--- config.mk ---
export PLATFORM = sky130hd
export DESIGN_NAME = uart_alu_ctrl
export DESIGN_NICKNAME = d
export VERILOG_FILES = /design/src/rtl/uart_alu_ctrl.sv
export SDC_FILE = /design/constraint.sdc
export NUM_CORES = 1
export LEC_CHECK = 0
export ABC_AREA = 1
export CORE_MARGIN = 5
export CORE_UTILIZATION = 50
export CTS_BUF_LIST = sky130_fd_sc_hd__clkbuf_16
export DETAILED_ROUTE_END_ITERATION = 7
export PLACE_DENSITY_LB_ADDON = 0.08
export SLEW_MARGIN = 30
export SYNTH_ARGS = -nofsm -noshare
export SYNTH_HDL_FRONTEND = slang
export SYNTH_SLANG_ARGS = --single-unit
--- constraint.sdc ---
create_clock -name clk -period 1.8 [get_ports clk]
set_clock_uncertainty 0.05 [all_clocks]
set_input_delay 0.27 -clock clk [delete_from_list [all_inputs] [get_ports clk]]
set_output_delay 0.27 -clock clk [all_outputs]
set_load 0.005 [all_outputs]
--- src/rtl/uart_alu_ctrl.sv ---
// -----------------------------------------------------------------------------
// uart_alu_ctrl
//   Command sequencer between a UART core and a combinational ALU.
//   It collects a 3-byte frame from RX: operand A, then operand B, then the
//   opcode. It presents the latched operands to the ALU and captures the
//   result. It then launches one TX byte and waits for TX completion before
//   accepting the next frame.
//   An inter-byte timeout drops a partially received frame so that the next
//   byte is treated as operand A again.
//
// Ports
//   clk            in   1     system clock, rising edge
//   reset          in   1     asynchronous active-high reset
//   i_rx_data      in   DBIT  received byte, valid while i_rx_done=1
//   i_rx_done      in   1     1-cycle pulse: byte received
//   i_alu_result   in   DBIT  combinational ALU output for o_alu_a/b/op
//   i_tx_done      in   1     1-cycle pulse: TX stop bit sent
//   o_alu_a        out  DBIT  latched operand A
//   o_alu_b        out  DBIT  latched operand B
//   o_alu_op       out  OP_W  latched opcode (OP_W LSBs of third byte)
//   o_tx_data      out  DBIT  registered ALU result to transmit
//   o_tx_start     out  1     1-cycle pulse: start TX of o_tx_data
//   o_busy         out  1     high whenever the FSM is not IDLE
//   o_err_timeout  out  1     1-cycle pulse: partial frame dropped by timeout
//   o_err_overrun  out  1     1-cycle pulse: byte dropped during EXEC/SEND/WAIT_TX
// -----------------------------------------------------------------------------
module uart_alu_ctrl #(
  parameter int DBIT    = 8,
  parameter int OP_W    = 6,
  parameter int TIMEOUT = 100000,
  parameter int TO_W    = 17
) (
  input  logic            clk,
  input  logic            reset,
  input  logic [DBIT-1:0] i_rx_data,
  input  logic            i_rx_done,
  input  logic [DBIT-1:0] i_alu_result,
  input  logic            i_tx_done,
  output logic [DBIT-1:0] o_alu_a,
  output logic [DBIT-1:0] o_alu_b,
  output logic [OP_W-1:0] o_alu_op,
  output logic [DBIT-1:0] o_tx_data,
  output logic            o_tx_start,
  output logic            o_busy,
  output logic            o_err_timeout,
  output logic            o_err_overrun
);

  typedef enum logic [2:0] {
    IDLE    = 3'd0,
    GET_B   = 3'd1,
    GET_OP  = 3'd2,
    EXEC    = 3'd3,
    SEND    = 3'd4,
    WAIT_TX = 3'd5
  } state_t;

  localparam logic [TO_W-1:0] TO_LAST = TO_W'(TIMEOUT - 1);

  state_t          state_q,     state_d;
  logic [TO_W-1:0] to_cnt_q,    to_cnt_d;
  logic [DBIT-1:0] alu_a_q,     alu_a_d;
  logic [DBIT-1:0] alu_b_q,     alu_b_d;
  logic [OP_W-1:0] alu_op_q,    alu_op_d;
  logic [DBIT-1:0] tx_data_q,   tx_data_d;
  logic            tx_start_q,  tx_start_d;
  logic            err_to_q,    err_to_d;
  logic            err_ov_q,    err_ov_d;

  logic            to_hit;

  assign to_hit = (to_cnt_q == TO_LAST);

  always_ff @(posedge clk or posedge reset) begin
    if (reset) begin
      state_q    <= IDLE;
      to_cnt_q   <= '0;
      alu_a_q    <= '0;
      alu_b_q    <= '0;
      alu_op_q   <= '0;
      tx_data_q  <= '0;
      tx_start_q <= 1'b0;
      err_to_q   <= 1'b0;
      err_ov_q   <= 1'b0;
    end else begin
      state_q    <= state_d;
      to_cnt_q   <= to_cnt_d;
      alu_a_q    <= alu_a_d;
      alu_b_q    <= alu_b_d;
      alu_op_q   <= alu_op_d;
      tx_data_q  <= tx_data_d;
      tx_start_q <= tx_start_d;
      err_to_q   <= err_to_d;
      err_ov_q   <= err_ov_d;
    end
  end

  always_comb begin
    state_d   = state_q;
    alu_a_d   = alu_a_q;
    alu_b_d   = alu_b_q;
    alu_op_d  = alu_op_q;
    tx_data_d = tx_data_q;
    err_to_d  = 1'b0;
    err_ov_d  = 1'b0;
    // The counter only runs while waiting for B or the opcode; any other
    // state, every accepted byte and a timeout all leave it at zero, which
    // also gives the clear-on-entry behaviour for free.
    to_cnt_d  = '0;
    // Registered decode of SEND: the start pulse appears one cycle after the
    // FSM passes through SEND, i.e. two edges after the opcode byte lands.
    tx_start_d = (state_q == SEND);

    unique case (state_q)
      IDLE: begin
        if (i_rx_done) begin
          alu_a_d = i_rx_data;
          state_d = GET_B;
        end
      end
      GET_B: begin
        // A byte in the terminal-count cycle is still accepted.
        if (i_rx_done) begin
          alu_b_d = i_rx_data;
          state_d = GET_OP;
        end else if (to_hit) begin
          err_to_d = 1'b1;
          state_d  = IDLE;
        end else begin
          to_cnt_d = to_cnt_q + TO_W'(1);
        end
      end
      GET_OP: begin
        if (i_rx_done) begin
          alu_op_d = i_rx_data[OP_W-1:0];
          state_d  = EXEC;
        end else if (to_hit) begin
          err_to_d = 1'b1;
          state_d  = IDLE;
        end else begin
          to_cnt_d = to_cnt_q + TO_W'(1);
        end
      end
      EXEC: begin
        tx_data_d = i_alu_result;
        err_ov_d  = i_rx_done;
        state_d   = SEND;
      end
      SEND: begin
        err_ov_d = i_rx_done;
        state_d  = WAIT_TX;
      end
      WAIT_TX: begin
        err_ov_d = i_rx_done;
        if (i_tx_done) begin
          state_d = IDLE;
        end
      end
      default: begin
        state_d = IDLE;
      end
    endcase
  end

  assign o_alu_a       = alu_a_q;
  assign o_alu_b       = alu_b_q;
  assign o_alu_op      = alu_op_q;
  assign o_tx_data     = tx_data_q;
  assign o_tx_start    = tx_start_q;
  assign o_busy        = (state_q != IDLE);
  assign o_err_timeout = err_to_q;
  assign o_err_overrun = err_ov_q;

endmodule

==> images/cell_density.png <==
8 x 8 tiles, from white (low) to dark blue (high), 0 to 100% covered.
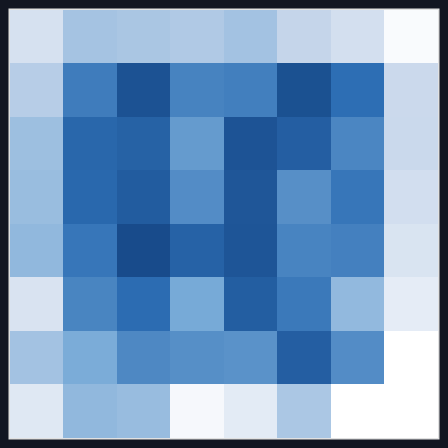
- tiles over 75% full: 23%
- densest ninth of the die: center
- emptiest ninth of the die: lower right
- fullest tile: 89%

==> images/congestion.png <==
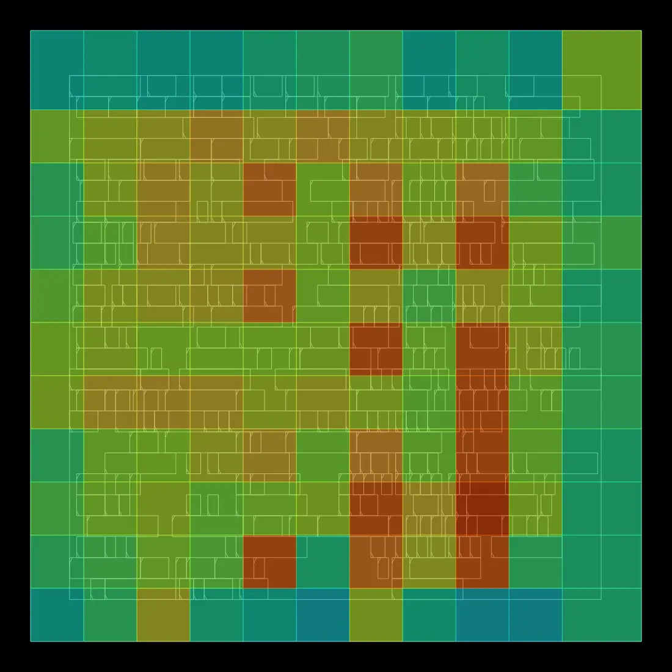
GR Util All Layers: 0.182
global routing usage on met1: 0.239
GR met2 Demand/Resource: 0.299

==> design notes <==
The flow ran to the end, and the final reports show no timing, DRC or antenna violations. After clock tree synthesis, the flow added hold-fix buffers numbering 0. The run gives 4.52 mW for the power after layout.

With the placer's final routability congestion estimate at 0.926, the number of unique standard cell types used by synthesis is 29. The run gives 9 for the path depth of the worst reg2reg path. The sequential fraction of the synthesis area was 0.553. The via-per-instance ratio works out to 5.01.

For the number of global-route vias before repair, the log shows 1985. Class of the worst hold path: primary input to asynchronous set/reset pin. The longest clock path from root to sink contains 2 buffers. Count of inserted antenna diode cells: 0. After detailed placement, the total cell area comes to 3050 um2. The share of the synthesized area in the top cell type was 0.553. In this run the worst path has a maximum fanout of 4. The wire length recorded after detailed routing is 5220 um. The violation tally recorded at the end of detailed-routing iteration 0 is 79.

The run gives 220 ps for the register-to-register setup slack. Per the OpenROAD floorplan log, the area of the core is 4690 um2. Of all cell types, the one taking the most synthesized area is dfrtp_1. CTS added clock buffers totalling 5. Once detail routing completed, the nets flagged for antenna violations numbered 0. STA classifies the critical path startpoint as a register.

The vertical die size was 79.3 um; the leakage power was 1.46 nW. The share of the cycle needed by the critical path after routing is 0.966, and the detailed-route wire length per cell is 13.4 um. The number of design rule violations left after detail routing is 0, and the number of antenna violations at the first check in global routing is 0. For the share of the core filled by cells before placement, the log shows 0.511. The type of the worst setup path was register to output pin.

The global route stage reports its total congestion overflow as 0. The shortest clock period the worst path allows after layout is 1740 ps. The power density over cell area was 1400 nW/um2; the chip area was 6290 um2.

On the critical path the data arrives at 1420 ps. Measured slew at the worst slew-check pin: 306 ps. With the data required time of the worst path at 1480 ps, the netlist area before placement is 2400 um2. The cell count after synthesis came out at 271. The finished design was reported to have a net count of 357. X dimension of the die: 79.3 um.

The number of pins with negative max-slew slack in the final report came out at 0. The tool warning count for the run is 26. After synthesis the netlist holds a flip-flop and latch count of 53. For reference, the clock transition at the flip-flops on the worst setup and hold paths is 70 ps. The worst register-to-register path begins at state_q[0]. Count of yosys warnings during synthesis: 0.

The max capacitance violation total is 0. TritonCTS built the clock tree. The first global-routing pass estimated 9140 um of wire. For the count of standard-cell rows, the log shows 25. Yosys stat counts 271 cells in the synthesized netlist. The tools report the end of the worst register-to-register path as to_cnt_q[11]. The final total negative setup slack was 0 ps. The count of input and output buffers came out at 53. For this block, the via count after detailed routing is 1960. Maximum frequency from static timing analysis: 575 MHz. Averaged over all synthesized cells, the footprint is 8.86 um2. The launch point of the critical path was reported as state_q[0]. The run gives 2 as the number of levels the H-tree was split into. The logs give 0 for the final setup violation count and 4 for the detailed-router iteration count before antenna repair.
==> images/logic_types.png <==
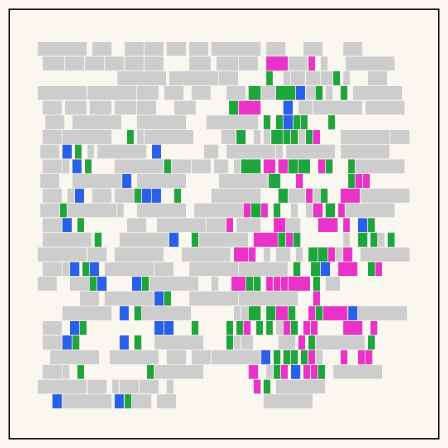
- green: NAND gates (cells 84)
- blue: inverting AOI/OAI gates (cells 30)
- magenta: NOR gates (cells 53)

registers in the layout, indices dropped and copies added, names as in the netlist:
| signal | count |
|---|---|
| o_alu_a | 8 |
| o_tx_data | 8 |
| state_q | 3 |
| to_cnt_q | 17 |
| o_err_overrun | 1 |
| o_alu_op | 6 |
| o_alu_b | 8 |
| o_err_timeout | 1 |
| o_tx_start | 1 |
metal layers:
metal | vias to the layer above | global-route usage | wire length (um)
li1 | 986 | - | -
met1 | 921 | 0.239 | 2340
met2 | 48 | 0.299 | 2540
met3 | 5 | 0.0522 | 311
met4 | 0 | 0.0412 | 31
met5 | - | 0 | 0
metrics by stage:
stage / hold slack [ps] / instances / worst slack, ps / util
2_1_floorplan: 371 / 271 / 194 / -
3_3_place_gp: 402 / 382 / 253 / 0.649
3_5_place_dp: 406 / 382 / 194 / 0.649
4_1_cts: 210 / 390 / 16.5 / 0.685
5_1_grt: 228 / 391 / -8.20 / 0.687
6_report: 199 / 391 / 60.7 / 0.687
report_power, final:
part / switching (mW) / internal (mW)
Sequential: 0.225 / 1.57
Clock: 0.401 / 0.646
Combinational: 0.716 / 0.966
cells in the final DEF (no fill, tap or decap), drive strengths merged:
master	instances
mux2	8
nand3	13
buf	10
o21ai	25
nand2	69
xor2	1
inv	32
clkbuf	5
a31o	1
dfrtp	53
a21oi	5
bufinv	1
nor3	8
nand4	2
or2	1
clkinv	2
ha	1
and3	1
clkdlybuf4s50	53
o21a	1
nor3b	4
nor2	41
cells by family (layout without fill, tap and decap cells):
group                    Yosys count  in the layout  share of synthesized area
AND/OR/NAND/NOR                  139            139                      0.268
flip-flops                        53             53                      0.553
buffers and inverters             37            103                     0.0636
AND-OR/OR-AND                     32             32                     0.0693
multiplexers                       8              8                     0.0375
adder cells (fa/ha/maj)            1              1                    0.00521
XOR/XNOR                           1              1                    0.00365
how the worst min path moves through the flow:
stage,slack [ps],from,to,cells after the start
finish,200,reset,to_cnt_q[13],2
CTS,210,reset,to_cnt_q[7],2
detailed placement,410,to_cnt_q[0],to_cnt_q[0],1
global route,230,reset,to_cnt_q[7],2
floorplan,370,i_alu_result[0],o_tx_data[0],1
global placement,400,to_cnt_q[0],to_cnt_q[0],1
critical path: stages (launching register included):
cell             delay [ps]
dfrtp_1                 490
nor2_4                   60
nand2_1                  80
clkdlybuf4s50_1         500
layout make-up:
class	count	area [um2]
Fill cell	384	1470
Sequential cell	53	1330
Multi-Input combinational cell	181	928
Timing Repair Buffer	63	618
Clock buffer	5	125
Inverter	32	121
Tap cell	54	67.6
Clock inverter	3	37.5
synth_stat cells (all sizes together):
cell    count
nor3b       4
clkbuf      1
nor3        8
inv        31
o21ai      25
clkinv      1
nand3      13
mux2        8
ha          1
nor2       41
a21oi       5
or2         1
xor2        1
and3        1
nand4       2
buf         4
a31o        1
dfrtp      53
o21a        1
nand2      69
repair_timing:
item / 4_1_cts / 5_1_grt
pin swaps: 0 / 0
endpoints found under the setup margin: 1 / 1
buffers inserted: 0 / 1
resized: 3 / 1
Power is estimated from default activity; no workload was simulated.
